Run 1, placement view:
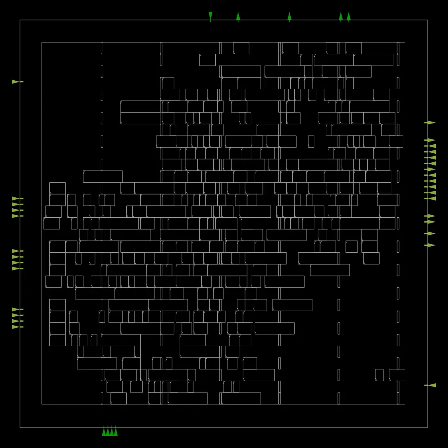
Run 1, I/O pins on the die edge:
Drawn at 4 px/um. Pins as bars across the die edge, other pins in gray.
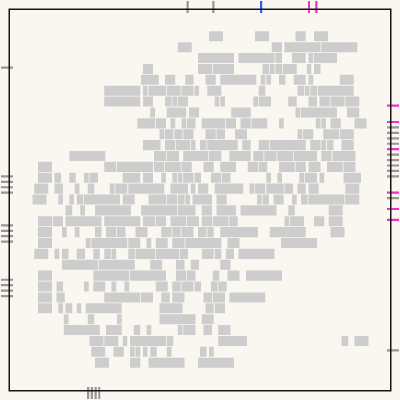
Run 1, nets reached from selected ports:
Drawn at 3 px/um.
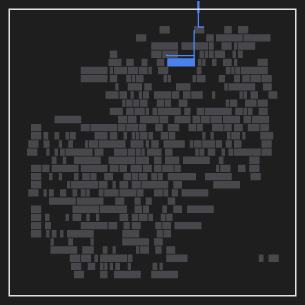
Design sig_generator, sky130hd; sources not shown.
==> results.tsv, run 1 <==
stage	metric	value	unit
synth	synth_stat.cells	248	
clock_network	numClockSinks	37	
cells_and_area	final_layout_top_logic_cells	nand2_1, dfrtp_1, buf_4	
critical_path	cp-start-kind	register	
final_timing	slew_viol_final	0	
critical_path	path_max_fanout	4	
global_route	grt_max_degree	33	
power	pwr-share-clk	11.4	%
run	warnings	31	
global_route	grt_pass1_vias	2063	
cells_and_area	lay_top_count	nand2_1	
global_route	grt_overflow	0	
route	ant_nets	0	
synth	fp_nets	283	
critical_path	worstSetupEndpointType	register	
synth	synth_flops	37	
clock_network	path_clk_slew	90	ps
cells_and_area	nNetsFinal	365	
cells_and_area	area_growth	47.0	%
final_timing	fmax	490	MHz
synth	synthCells	248	
clock_network	h-tree-depth	2	
cells_and_area	n_antenna_cell	0	
clock_network	cts_root_buffer	clkbuf_8	
power	netSwitchingPower	2.12	mW
critical_path	path_class	register to register	
placed_design	hpwl	4450	um
clock_network	numCtsBuffers	5	
synth	yosys-stat-area	2240	sq um
final_timing	worst_slew_pin_slew	477	ps
route	drc	0	
clock_network	insertion_delay	300	ps
critical_path	critPathRequiredTime	2040	ps
power	powerDensity	1480	nW/um^2
critical_path	cp.arrival	2040	ps
cells_and_area	drive_gt1_share	27.2	%
global_route	grt_pass1_wl	9800	um
synth	syn_area	2240	sq um
outcome	status	finished, final reports clean	
About 'placement view':
Final Util: 46.1%
Filler cells: 722
Core Rows: 31
non-filler cells in the finished layout: 430

About 'I/O pins on the die edge':
| color | port | pins | direction | edge |
|---|---|---|---|---|
| magenta | remaining | 8 | output | 6 east, 2 north |
| blue | busy | 1 | output | north |
all pins by edge: 17 east, 13 west, 5 north, 4 south
die height: 95.0 um
IO Port Bufs: 38
Die X: 95.0 um

About 'nets reached from selected ports':
| color | port | direction | edge | end cells | buffers | wire |
|---|---|---|---|---|---|---|
| blue | busy | output | north | 1 | 1 | 26.7 um |
Ports: 39

-- run 1: power by group through the flow --
stage | logic, mW | registers (mW) | clock network, mW
2_1_floorplan | 1.71 | 1.20 | 0
3_3_place_gp | 2.61 | 1.21 | 0
3_5_place_dp | 2.64 | 1.21 | 0
4_1_cts | 2.72 | 1.19 | 0.574
5_1_grt | 3.43 | 1.25 | 0.605
6_report | 3.11 | 1.21 | 0.558
-- run 1: critical path, cell delays in order, from the launching register on --
cell and delay (ps):
dfrtp_1 410, xor2_1 180, nor4_2 330, and2_4 240, o21ai_4 70, nor3_2 180, mux2_4 310
-- run 1: through the flow --
| stage | total power, mW | hold slack (ps) | setup TNS (ps) | area [sq um] |
|---|---|---|---|---|
| final | 4.88 | 182 | 0 | 3290 |
| after CTS | 4.49 | 298 | 0 | 3130 |
| after global placement | 3.82 | 180 | -13440 | 2980 |
| after floorplan | 2.91 | -85.6 | 0 | 2240 |
| after global routing | 5.28 | 221 | -861 | 3290 |
| after detailed placement | 3.85 | 176 | -13570 | 2980 |
-- run 1: Yosys cell counts (3+ instances only) --
cell type | n | area [sq um]
nor4_1 | 4 | 25.0
inv_1 | 8 | 30.0
nor2b_1 | 8 | 50.1
o211ai_1 | 4 | 30.0
ha_1 | 7 | 87.6
or4_1 | 3 | 22.5
nand2_1 | 48 | 180
nor2_2 | 3 | 18.8
o21ai_1 | 25 | 125
nor2_1 | 14 | 52.6
and3_1 | 6 | 37.5
dfrtp_1 | 37 | 926
xor2_1 | 8 | 70.1
xnor2_1 | 8 | 70.1
o21ai_0 | 11 | 55.1
a22o_1 | 6 | 52.6
nor3_1 | 3 | 15.0
-- run 1: layer usage --
layer | track usage [%] | routed length (um) | vias to the layer above
li1 | - | - | 1044
met1 | 18.3 | 2910 | 983
met2 | 22.7 | 2890 | 58
met3 | 3.35 | 346 | 6
met4 | 4.81 | 68 | 0
met5 | 0 | 0 | -
-- run 1: what timing repair did --
item / CTS / global route
hold buffers: 1 / 0
hold endpoints to repair: 15 / 0
gates resized: 12 / 32
setup buffers: 3 / 3
cloned: 0 / 2
setup endpoints to repair: 35 / 32
pin swaps: 11 / 14
-- run 1: cell families (layout without fill, tap and decap cells) --
group                      count (synthesis)  in the layout  share of synthesized area, %
AOI/OAI and AO/OA                         67             67                          20.6
buffers and inverters                     14             97                          3.41
DFF                                       37             37                          41.4
xor gates and xnor gates                  16             16                          6.26
adders and majority gates                  7              7                          3.91
and+or+nand+nor                          104            104                          22.9
muxes                                      3              3                          1.56
-- run 1: layout make-up --
| type | count | area [sq um] | area share, % |
|---|---|---|---|
| clock buffer | 5 | 68.8 | 2.09 |
| timing repair buffer | 81 | 749 | 22.8 |
| clock inverter | 3 | 25.0 | 0.760 |
| inverter | 8 | 30.0 | 0.913 |
| tap | 99 | 124 | 3.76 |
| sequential | 37 | 927 | 28.2 |
| multi-input combinational | 197 | 1370 | 41.5 |
Run 1, cells by drive strength:
Drawn at 4 px/um.
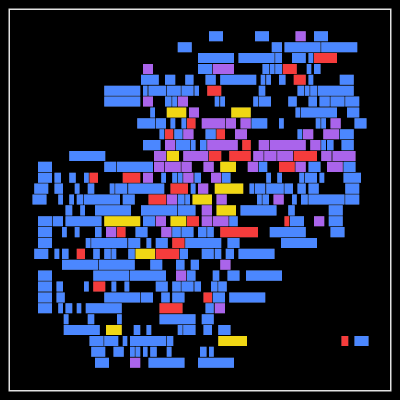

==> run 2, diff against run 1 <==
--- a/config.mk
+++ b/config.mk
@@ -5,11 +5,12 @@
 export SDC_FILE = /design/constraint.sdc
 export NUM_CORES = 1
 export LEC_CHECK = 0
-export CAP_MARGIN = 20
+export CAP_MARGIN = 25
 export CORE_MARGIN = 5
 export CORE_UTILIZATION = 31
 export DETAILED_ROUTE_END_ITERATION = 6
 export PLACE_DENSITY_LB_ADDON = 0.25
+export RECOVER_POWER = 25
 export SYNTH_ARGS = -nofsm -noshare
 export SYNTH_HDL_FRONTEND = slang
 export SYNTH_SLANG_ARGS = --single-unit
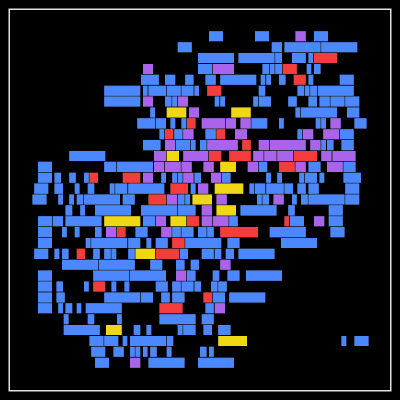
Run 2: cells by drive strength
Drawn at 4 px/um.
| color | size | cells | share |
|---|---|---|---|
| purple | _3 and _4 cells | 51 | 15% |
| yellow | _6 and larger | 12 | 3.6% |
| blue | _0 and _1 cells | 242 | 73% |
| red | _2 cells | 26 | 7.9% |
setup ws final: 9.80 ps
Non-clock buffers: 81

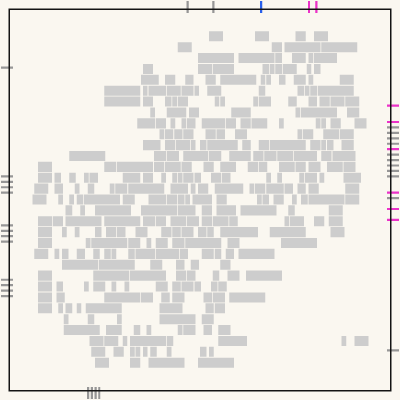
Run 2: I/O pins on the die edge
Drawn at 4 px/um. Pins as bars across the die edge, other pins in gray.

==> run 2 against run 1 <==
- core utilization about the same
- fmax stayed put
- die size is the same
==> results.tsv, run 2 <==
stage	metric	value	unit	change
outcome	status	finished, final reports clean		
synth	synth.area.mux_share	1.57	%	unchanged
final_timing	worst_slew_pin_slew	982	ps	+505 ps
global_route	grt_max_degree	33		unchanged
die	rows	31		unchanged
synth	logic_family	simple AND/OR/NAND/NOR gates		
placed_design	placed_cell_area	2980	sq um	unchanged
cells_and_area	utilization	46.1	%	about the same
synth	synth_top_cell_by_area	dfrtp_1		
critical_path	cp-start-kind	register		
final_timing	fin_hold_ws	182	ps	unchanged
cells_and_area	n_antenna_cell	0		unchanged
placed_design	port_buffers	38		unchanged
cells_and_area	lay_top_count	nand2_1		
cells_and_area	final_layout_top_logic_cells	nand2_1, dfrtp_1, buf_4		
route	ant_nets	0		unchanged
route	drc	0		unchanged
critical_path	critPathRequiredTime	2040	ps	about the same
critical_path	max_stage_delay	410	ps	about the same
synth	ys_sh_simple	22.9	%	unchanged
global_route	grt_pass1_wl	9800	um	unchanged
cells_and_area	layoutNonFillerInstCount	430		unchanged
cells_and_area	nFillCells	721		-0.14%
critical_path	worstPathCellList	xor2_1 -> nor4_2 -> and2_4 -> o21ai_4 -> nor3_2 -> mux2_4		
critical_path	cp.arrival	2040	ps	about the same
clock_network	h-tree-depth	2		unchanged
power	powerDensity	1480	nW/um^2	about the same
synth	synthXorXnorAreaFrac	6.26	%	unchanged
critical_path	crit_cells	6		unchanged
synth	synthCells	248		unchanged
critical_path	cpLargestDelayFamily	simple AND/OR/NAND/NOR gates		
final_timing	slew_viol_final	0		unchanged
synth	syn_area	2240	sq um	unchanged
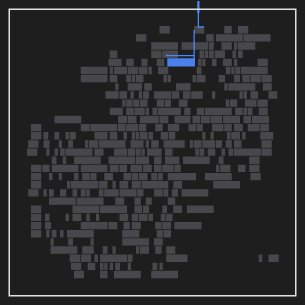
Run 2: nets reached from selected ports
Drawn at 3 px/um.
| color | port | direction | edge | end cells | buffers | wire |
|---|---|---|---|---|---|---|
| blue | busy | output | north | 1 | 1 | 26.7 um |

run 2: worst register-to-register path, cell delays in order (launching register included):
cell     delay (ps)
dfrtp_1         410
xor2_1          180
nor4_2          330
and2_4          240
o21ai_4          70
nor3_2          180
mux2_4          310
run 2: area by class of cell:
type / instances / share of cell area, %
Multi-Input combinational cell: 197 / 41.5
Tap cell: 99 / 3.77
Sequential cell: 37 / 28.2
Clock buffer: 5 / 2.09
Clock inverter: 3 / 0.761
Inverter: 8 / 0.913
Timing Repair Buffer: 81 / 22.7
run 2: cell families (layout without fill, tap and decap cells):
group | count (synthesis) | after routing
compound gates | 67 | 67
flops | 37 | 37
simple gates | 104 | 104
fa+ha+maj | 7 | 7
mux | 3 | 3
buf+inv | 14 | 97
xor+xnor | 16 | 16
run 2: power breakdown:
| part | switching, mW | internal, mW | total (mW) |
|---|---|---|---|
| clock | 0.312 | 0.246 | 0.558 |
| sequential | 0.210 | 0.998 | 1.21 |
| combinational | 1.60 | 1.52 | 3.11 |
| total | 2.12 | 2.76 | 4.88 |
run 2: per-stage QoR:
step	worst slack [ps]	setup TNS (ps)	total power [mW]
after global routing	-77.5	-861	5.28
final	9.80	0	4.88
after detailed placement	-426	-13570	3.85
after CTS	1.56	0	4.49
after global placement	-420	-13440	3.82
after floorplan	13.6	0	2.91
run 2: repair_timing:
action                                  in CTS  in global routing
cloned                                       0                  2
endpoints found under the setup margin      35                 32
hold buffers                                 1                  0
pin swaps                                   11                 14
hold endpoints to repair                    15                  0
buffers inserted                             3                  3
gates resized                               12                 32
run 2: layer usage:
metal | part of all wire [%] | track usage (%) | wire (um)
met3 | 5.6 | 3.35 | 346
met1 | 47 | 18.3 | 2910
met2 | 46 | 22.7 | 2890
met5 | 0 | 0 | 0
met4 | 1.1 | 4.81 | 68
Power figures rest on the tool's default switching activity, not on a simulated workload.
